`src/rtl/otter_dmem_arbiter_if.sv`:
```
`default_nettype none
// ============================================================================
// otter_dmem_arbiter_if : CPU/DMA request buses and memory port 2 signals
// Rev 1.0
// ============================================================================
interface otter_dmem_arbiter_if;
    logic        CPU_REQ,   DMA_REQ;
    logic        CPU_WE,    DMA_WE;
    logic [31:0] CPU_ADDR,  DMA_ADDR;
    logic [31:0] CPU_WDATA, DMA_WDATA;
    logic [1:0]  CPU_SIZE,  DMA_SIZE;
    logic        CPU_SIGN,  DMA_SIGN;
    logic        CPU_LOCK,  DMA_LOCK;
    logic        CPU_GNT,   DMA_GNT;
    logic        CPU_RVALID, DMA_RVALID;
    logic [31:0] CPU_RDATA, DMA_RDATA;
    logic        CPU_ERR,   DMA_ERR;
    logic [31:0] MEM_ADDR2;
    logic [31:0] MEM_DIN2;
    logic        MEM_WRITE2;
    logic        MEM_READ2;
    logic [1:0]  MEM_SIZE;
    logic        MEM_SIGN;
    logic [31:0] MEM_DOUT2;

    modport slave (
        input  CPU_REQ, CPU_WE, CPU_ADDR, CPU_WDATA, CPU_SIZE, CPU_SIGN, CPU_LOCK,
        input  DMA_REQ, DMA_WE, DMA_ADDR, DMA_WDATA, DMA_SIZE, DMA_SIGN, DMA_LOCK,
        input  MEM_DOUT2,
        output CPU_GNT, CPU_RVALID, CPU_RDATA, CPU_ERR,
        output DMA_GNT, DMA_RVALID, DMA_RDATA, DMA_ERR,
        output MEM_ADDR2, MEM_DIN2, MEM_WRITE2, MEM_READ2, MEM_SIZE, MEM_SIGN
    );

    modport master (
        output CPU_REQ, CPU_WE, CPU_ADDR, CPU_WDATA, CPU_SIZE, CPU_SIGN, CPU_LOCK,
        output DMA_REQ, DMA_WE, DMA_ADDR, DMA_WDATA, DMA_SIZE, DMA_SIGN, DMA_LOCK,
        output MEM_DOUT2,
        input  CPU_GNT, CPU_RVALID, CPU_RDATA, CPU_ERR,
        input  DMA_GNT, DMA_RVALID, DMA_RDATA, DMA_ERR,
        input  MEM_ADDR2, MEM_DIN2, MEM_WRITE2, MEM_READ2, MEM_SIZE, MEM_SIGN
    );
endinterface
`default_nettype wire

```
`src/rtl/otter_dmem_arbiter.sv`:
```
`default_nettype none
// ============================================================================
// otter_dmem_arbiter : CPU/DMA arbiter for OTTER memory data port 2 with bus
// lock and misalignment rejection. Option: OTTER_DMEM_ARB_FAIRNESS_EN.
// Rev 1.0
// ============================================================================
module otter_dmem_arbiter #(
    parameter int MAX_WAIT = 8,
    parameter int CNT_W    = 4
) (
    input  wire logic           CLK,
    input  wire logic           RST_N,
    otter_dmem_arbiter_if.slave bus
);
    typedef enum logic [1:0] {
        IDLE     = 2'd0,
        LOCK_CPU = 2'd1,
        LOCK_DMA = 2'd2
    } state_t;

    state_t      r_state;
    state_t      w_state_nxt;
    logic        w_gnt_cpu;
    logic        w_gnt_dma;
    logic        w_gnt_any;
    logic        w_dma_first;
    logic        w_we;
    logic [31:0] w_addr;
    logic [31:0] w_wdata;
    logic [1:0]  w_size;
    logic        w_sign;
    logic        w_mis;
    logic        r_pend;
    logic        r_owner_dma;
    logic        r_err;

    if (MAX_WAIT < 1 || MAX_WAIT >= (1 << CNT_W)) begin : g_bad_cfg
        $error("otter_dmem_arbiter: CNT_W cannot hold MAX_WAIT");
    end

    function automatic logic misaligned(input logic [1:0] size, input logic [1:0] lo);
        return (size == 2'd3) || (size == 2'd1 && lo == 2'd3) || (size == 2'd2 && lo != 2'd0);
    endfunction

`ifdef OTTER_DMEM_ARB_FAIRNESS_EN
    localparam logic [CNT_W-1:0] c_max_wait = CNT_W'(MAX_WAIT);
    logic [CNT_W-1:0] r_starve_cnt;

    always_ff @(posedge CLK or negedge RST_N) begin
        if (!RST_N) begin
            r_starve_cnt <= '0;
        end else if (!bus.DMA_REQ || w_gnt_dma) begin
            r_starve_cnt <= '0;
        end else if (r_starve_cnt != c_max_wait) begin
            r_starve_cnt <= r_starve_cnt + 1'b1;
        end
    end

    assign w_dma_first = (r_starve_cnt == c_max_wait);
`else
    assign w_dma_first = 1'b0;
`endif

    always_ff @(posedge CLK or negedge RST_N) begin
        if (!RST_N) begin
            r_state <= IDLE;
        end else begin
            r_state <= w_state_nxt;
        end
    end

    // Grants are gated by RST_N so the outputs sit at reset values while it is low.
    always_comb begin
        w_gnt_cpu   = 1'b0;
        w_gnt_dma   = 1'b0;
        w_state_nxt = r_state;
        if (RST_N) begin
            unique case (r_state)
                IDLE: begin
                    if (bus.DMA_REQ && (w_dma_first || !bus.CPU_REQ)) begin
                        w_gnt_dma = 1'b1;
                    end else if (bus.CPU_REQ) begin
                        w_gnt_cpu = 1'b1;
                    end
                end
                LOCK_CPU: w_gnt_cpu = bus.CPU_REQ;
                LOCK_DMA: w_gnt_dma = bus.DMA_REQ;
                default:  w_state_nxt = IDLE;
            endcase
        end
        if (w_gnt_cpu) begin
            w_state_nxt = bus.CPU_LOCK ? LOCK_CPU : IDLE;
        end else if (w_gnt_dma) begin
            w_state_nxt = bus.DMA_LOCK ? LOCK_DMA : IDLE;
        end else if (r_state == LOCK_CPU && !bus.CPU_LOCK) begin
            w_state_nxt = IDLE;
        end else if (r_state == LOCK_DMA && !bus.DMA_LOCK) begin
            w_state_nxt = IDLE;
        end
    end

    assign w_gnt_any = w_gnt_cpu | w_gnt_dma;
    assign w_we      = w_gnt_dma ? bus.DMA_WE    : bus.CPU_WE;
    assign w_addr    = w_gnt_dma ? bus.DMA_ADDR  : bus.CPU_ADDR;
    assign w_wdata   = w_gnt_dma ? bus.DMA_WDATA : bus.CPU_WDATA;
    assign w_size    = w_gnt_dma ? bus.DMA_SIZE  : bus.CPU_SIZE;
    assign w_sign    = w_gnt_dma ? bus.DMA_SIGN  : bus.CPU_SIGN;
    assign w_mis     = misaligned(w_size, w_addr[1:0]);

    assign bus.CPU_GNT    = w_gnt_cpu;
    assign bus.DMA_GNT    = w_gnt_dma;
    assign bus.MEM_ADDR2  = w_gnt_any ? w_addr  : 32'h0;
    assign bus.MEM_DIN2   = w_gnt_any ? w_wdata : 32'h0;
    assign bus.MEM_SIZE   = w_gnt_any ? w_size  : 2'd0;
    assign bus.MEM_SIGN   = w_gnt_any & w_sign;
    assign bus.MEM_WRITE2 = w_gnt_any & ~w_mis & w_we;
    assign bus.MEM_READ2  = w_gnt_any & ~w_mis & ~w_we;

    always_ff @(posedge CLK or negedge RST_N) begin
        if (!RST_N) begin
            r_pend      <= 1'b0;
            r_owner_dma <= 1'b0;
            r_err       <= 1'b0;
        end else begin
            r_pend      <= w_gnt_any;
            r_owner_dma <= w_gnt_dma;
            r_err       <= w_gnt_any & w_mis;
        end
    end

    assign bus.CPU_RVALID = r_pend & ~r_owner_dma;
    assign bus.DMA_RVALID = r_pend &  r_owner_dma;
    assign bus.CPU_ERR    = bus.CPU_RVALID & r_err;
    assign bus.DMA_ERR    = bus.DMA_RVALID & r_err;
    assign bus.CPU_RDATA  = (bus.CPU_RVALID && !r_err) ? bus.MEM_DOUT2 : 32'h0;
    assign bus.DMA_RDATA  = (bus.DMA_RVALID && !r_err) ? bus.MEM_DOUT2 : 32'h0;
endmodule
`default_nettype wire
```
`src/flat_wrapper.sv`:
```
// flat-port wrapper written by rule: the top's interface ports become plain ports
module otter_dmem_arbiter_flat 
#(
    parameter int MAX_WAIT = 8,
    parameter int CNT_W    = 4
)
  (CLK, RST_N, bus_CPU_REQ, bus_CPU_WE, bus_CPU_ADDR, bus_CPU_WDATA, bus_CPU_SIZE, bus_CPU_SIGN, bus_CPU_LOCK, bus_DMA_REQ, bus_DMA_WE, bus_DMA_ADDR, bus_DMA_WDATA, bus_DMA_SIZE, bus_DMA_SIGN, bus_DMA_LOCK, bus_MEM_DOUT2, bus_CPU_GNT, bus_CPU_RVALID, bus_CPU_RDATA, bus_CPU_ERR, bus_DMA_GNT, bus_DMA_RVALID, bus_DMA_RDATA, bus_DMA_ERR, bus_MEM_ADDR2, bus_MEM_DIN2, bus_MEM_WRITE2, bus_MEM_READ2, bus_MEM_SIZE, bus_MEM_SIGN);
  otter_dmem_arbiter_if bus_i ();
  input  wire logic CLK;
  input  wire logic RST_N;
  input wire logic [$bits(bus_i.CPU_REQ)-1:0] bus_CPU_REQ;
  input wire logic [$bits(bus_i.CPU_WE)-1:0] bus_CPU_WE;
  input wire logic [$bits(bus_i.CPU_ADDR)-1:0] bus_CPU_ADDR;
  input wire logic [$bits(bus_i.CPU_WDATA)-1:0] bus_CPU_WDATA;
  input wire logic [$bits(bus_i.CPU_SIZE)-1:0] bus_CPU_SIZE;
  input wire logic [$bits(bus_i.CPU_SIGN)-1:0] bus_CPU_SIGN;
  input wire logic [$bits(bus_i.CPU_LOCK)-1:0] bus_CPU_LOCK;
  input wire logic [$bits(bus_i.DMA_REQ)-1:0] bus_DMA_REQ;
  input wire logic [$bits(bus_i.DMA_WE)-1:0] bus_DMA_WE;
  input wire logic [$bits(bus_i.DMA_ADDR)-1:0] bus_DMA_ADDR;
  input wire logic [$bits(bus_i.DMA_WDATA)-1:0] bus_DMA_WDATA;
  input wire logic [$bits(bus_i.DMA_SIZE)-1:0] bus_DMA_SIZE;
  input wire logic [$bits(bus_i.DMA_SIGN)-1:0] bus_DMA_SIGN;
  input wire logic [$bits(bus_i.DMA_LOCK)-1:0] bus_DMA_LOCK;
  input wire logic [$bits(bus_i.MEM_DOUT2)-1:0] bus_MEM_DOUT2;
  output wire logic [$bits(bus_i.CPU_GNT)-1:0] bus_CPU_GNT;
  output wire logic [$bits(bus_i.CPU_RVALID)-1:0] bus_CPU_RVALID;
  output wire logic [$bits(bus_i.CPU_RDATA)-1:0] bus_CPU_RDATA;
  output wire logic [$bits(bus_i.CPU_ERR)-1:0] bus_CPU_ERR;
  output wire logic [$bits(bus_i.DMA_GNT)-1:0] bus_DMA_GNT;
  output wire logic [$bits(bus_i.DMA_RVALID)-1:0] bus_DMA_RVALID;
  output wire logic [$bits(bus_i.DMA_RDATA)-1:0] bus_DMA_RDATA;
  output wire logic [$bits(bus_i.DMA_ERR)-1:0] bus_DMA_ERR;
  output wire logic [$bits(bus_i.MEM_ADDR2)-1:0] bus_MEM_ADDR2;
  output wire logic [$bits(bus_i.MEM_DIN2)-1:0] bus_MEM_DIN2;
  output wire logic [$bits(bus_i.MEM_WRITE2)-1:0] bus_MEM_WRITE2;
  output wire logic [$bits(bus_i.MEM_READ2)-1:0] bus_MEM_READ2;
  output wire logic [$bits(bus_i.MEM_SIZE)-1:0] bus_MEM_SIZE;
  output wire logic [$bits(bus_i.MEM_SIGN)-1:0] bus_MEM_SIGN;
  assign bus_i.CPU_REQ = bus_CPU_REQ;
  assign bus_i.CPU_WE = bus_CPU_WE;
  assign bus_i.CPU_ADDR = bus_CPU_ADDR;
  assign bus_i.CPU_WDATA = bus_CPU_WDATA;
  assign bus_i.CPU_SIZE = bus_CPU_SIZE;
  assign bus_i.CPU_SIGN = bus_CPU_SIGN;
  assign bus_i.CPU_LOCK = bus_CPU_LOCK;
  assign bus_i.DMA_REQ = bus_DMA_REQ;
  assign bus_i.DMA_WE = bus_DMA_WE;
  assign bus_i.DMA_ADDR = bus_DMA_ADDR;
  assign bus_i.DMA_WDATA = bus_DMA_WDATA;
  assign bus_i.DMA_SIZE = bus_DMA_SIZE;
  assign bus_i.DMA_SIGN = bus_DMA_SIGN;
  assign bus_i.DMA_LOCK = bus_DMA_LOCK;
  assign bus_i.MEM_DOUT2 = bus_MEM_DOUT2;
  assign bus_CPU_GNT = bus_i.CPU_GNT;
  assign bus_CPU_RVALID = bus_i.CPU_RVALID;
  assign bus_CPU_RDATA = bus_i.CPU_RDATA;
  assign bus_CPU_ERR = bus_i.CPU_ERR;
  assign bus_DMA_GNT = bus_i.DMA_GNT;
  assign bus_DMA_RVALID = bus_i.DMA_RVALID;
  assign bus_DMA_RDATA = bus_i.DMA_RDATA;
  assign bus_DMA_ERR = bus_i.DMA_ERR;
  assign bus_MEM_ADDR2 = bus_i.MEM_ADDR2;
  assign bus_MEM_DIN2 = bus_i.MEM_DIN2;
  assign bus_MEM_WRITE2 = bus_i.MEM_WRITE2;
  assign bus_MEM_READ2 = bus_i.MEM_READ2;
  assign bus_MEM_SIZE = bus_i.MEM_SIZE;
  assign bus_MEM_SIGN = bus_i.MEM_SIGN;
  otter_dmem_arbiter #(.MAX_WAIT(MAX_WAIT), .CNT_W(CNT_W)) u_core (.CLK(CLK), .RST_N(RST_N), .bus(bus_i));
endmodule
```
`config.mk`:
```
export PLATFORM = sky130hd
export DESIGN_NAME = otter_dmem_arbiter_flat
export DESIGN_NICKNAME = d
export VERILOG_FILES = /design/src/rtl/otter_dmem_arbiter_if.sv /design/src/rtl/otter_dmem_arbiter.sv /design/src/flat_wrapper.sv
export SDC_FILE = /design/constraint.sdc
export NUM_CORES = 1
export LEC_CHECK = 0
export ABC_AREA = 1
export CORE_AREA = 4 4 121 123
export CTS_BUF_LIST = sky130_fd_sc_hd__clkbuf_2
export CTS_CLUSTER_DIAMETER = 150
export DETAILED_ROUTE_END_ITERATION = 16
export DIE_AREA = 0 0 125 127
export PLACE_DENSITY = 0.65
export SYNTH_ARGS = -nofsm -noshare
export SYNTH_HDL_FRONTEND = slang
export SYNTH_SLANG_ARGS = --single-unit
```
`constraint.sdc`:
```
create_clock -name CLK -period 2.5 [get_ports CLK]
set_input_delay 0.5 -clock CLK [delete_from_list [all_inputs] [get_ports CLK]]
set_output_delay 0.5 -clock CLK [all_outputs]
set_load 0.005 [all_outputs]
```
==> impl_metrics.ini <==
; generated from flow reports
[hold_path]
hp-class = input port to async pin

[floorplan]
die_w_um = 125
core_area_mm2 = 0.0137
io_pins = 313
rows = 43

[synthesis]
top_area_share_pct = 37.7
ys_ff = 5
synth_seq_share_pct = 8.54

[routing]
ant_nets = 0
vias = 3105
drc = 0

[clock_network]
clk_pin_slew_ps = 60
cts_tree = built
cts_buffers = 3
htree_levels = 1

[power_and_ir_drop]
powerDensity_mw_per_mm2 = 297

[setup_path]
arrival_ps = 1940
start_kind = input port
cp-end-kind = output port
startpoint = bus_DMA_REQ
cp_top_family = buffers and inverters

[finish]
nNetsFinal = 759
final_util_pct = 37.5

[placed_design]
gp_congestion = 0.911
place_area_mm2 = 0.00485

[sta]
finalSetupViolCount = 0
report.final.slew_viol_count = 0
maxSlewHeadroom_pct = 78.2

[grt]
grt_overflow = 0
grt_pass1_vias = 3196

[status]
status = completed
==> flip-flops by register name, summed over array words and instances, names as in the netlist <==
| register | count |
|---|---|
| u_core.r_state | 2 |
| u_core.r_err | 1 |
| u_core.r_owner_dma | 1 |
| u_core.r_pend | 1 |
==> kinds of logic after synthesis <==
group,count (synthesis),share of synthesized area [%]
AOI/OAI and AO/OA,69,39.8
DFF,5,8.54
and+or+nand+nor,104,29.3
buffers and inverters,71,22.4
==> synthesized netlist by cell type, drive strengths merged <==
cell and number:
o21ai 4, o22ai 1, clkbuf 6, dfrtp 5
a21oi 1, a22o 63, nor3 1, or2 1
nand3 4, inv 51, buf 14, nand4 3
nand2 22, nor2 73
==> area by class of cell <==
type,count,area [um2]
Clock buffer,4,20.0
Fill cell,1384,8540
Inverter,51,206
Multi-Input combinational cell,173,1040
Sequential cell,5,125
Tap cell,180,225
Timing Repair Buffer,351,3510
==> timing repair <==
action,in CTS,in global routing
pin swaps,5,1
resized,65,27
endpoints found under the hold margin,0,0
gates cloned,3,1
buffers inserted,14,1
endpoints found under the setup margin,71,41
==> worst register-to-register path, cell delays in order (launching register included) <==
cell and delay, ps:
dfrtp_1 390, inv_2 130, nand3_4 180, buf_6 170, buf_6 110, o21ai_4 150, nand2_2 70, buf_4 130
buf_4 120, buf_4 120, buf_4 110, buf_4 120, buf_4 110, buf_4 120, a21oi_1 120
==> per-stage QoR <==
| stage | hold WS [ps] | setup WS [ps] |
|---|---|---|
| 2_1_floorplan | 204 | 802 |
| 3_3_place_gp | 565 | -477 |
| 3_5_place_dp | 602 | -502 |
| 4_1_cts | 331 | 0.820 |
| 5_1_grt | 216 | -14.0 |
| 6_report | 220 | 56.5 |
==> power by group <==
part	switching, uW	leakage [uW]	total (uW)	internal (uW)
Clock	34.1	0.0000166	76.5	42.4
Sequential	11.7	0.0000657	112	100
Combinational	499	0.00233	1340	837
Total	545	0.00241	1520	979
==> metal layers <==
| layer | global-route usage, % | vias to the layer above | part of all wire, % |
|---|---|---|---|
| met5 | 0 | - | 0.11 |
| li1 | - | 1497 | - |
| met2 | 24.4 | 168 | 52 |
| met1 | 15.4 | 1428 | 39 |
| met4 | 2.68 | 2 | 0.94 |
| met3 | 3.55 | 10 | 7.7 |
==> path summary, 6_finish.rpt <==
check	endpoint	cells after the start
max	bus_MEM_DIN2[16]	8
min	u_core.r_owner_dma	2
max reg2reg	u_core.r_err	14
min reg2reg	u_core.r_state[0]	2
max in group asynchronous	u_core.r_pend	2
min in group CLK	u_core.r_state[0]	2
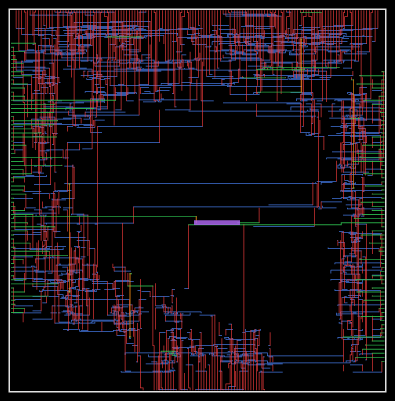
Figure 1: signal wires by layer.
Drawn at 3 px/um.
layer	color	wire length
metal 2	red	6,230 um
metal 5	purple	13.8 um
metal 1	blue	4,670 um
metal 3	green	917 um
metal 4	orange	113 um

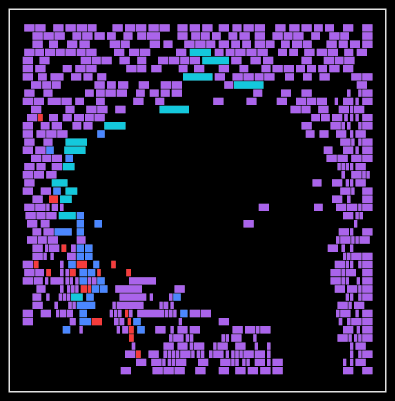
Figure 2: drive-strength map.
Drawn at 3 px/um.
size	color	cells	share
_6 and larger	cyan	14	2.4%
_3 and _4 cells	blue	30	5.1%
_0 and _1 cells	purple	522	89%
_2 cells	red	18	3.1%
area grow syn2layout: 250%
number of non-clock buffers in the layout: 351

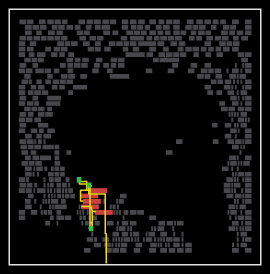
Figure 3: clock wires, drivers and flops.
Drawn at 2 px/um.
[clock wires] yellow | length: 117 um
[clock drivers] green | count: 3
[flip-flops] red | count: 5
routed clock nets	4
P_clk: 76.5 uW
Clock Skew: 0.463 ps
clock network fraction of design power: 5.0%

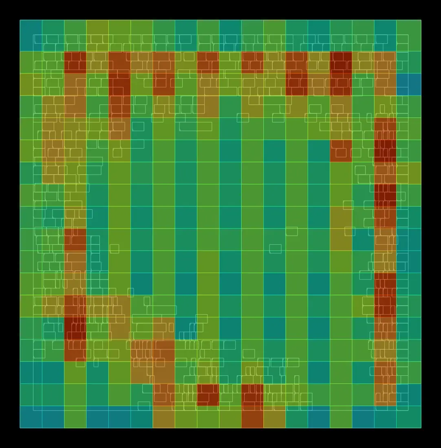
Figure 4: routing congestion.
Top Usage Layer GRT: met2
GRT Total Usage: 13.2%

Power and IR drop assume default switching activity.
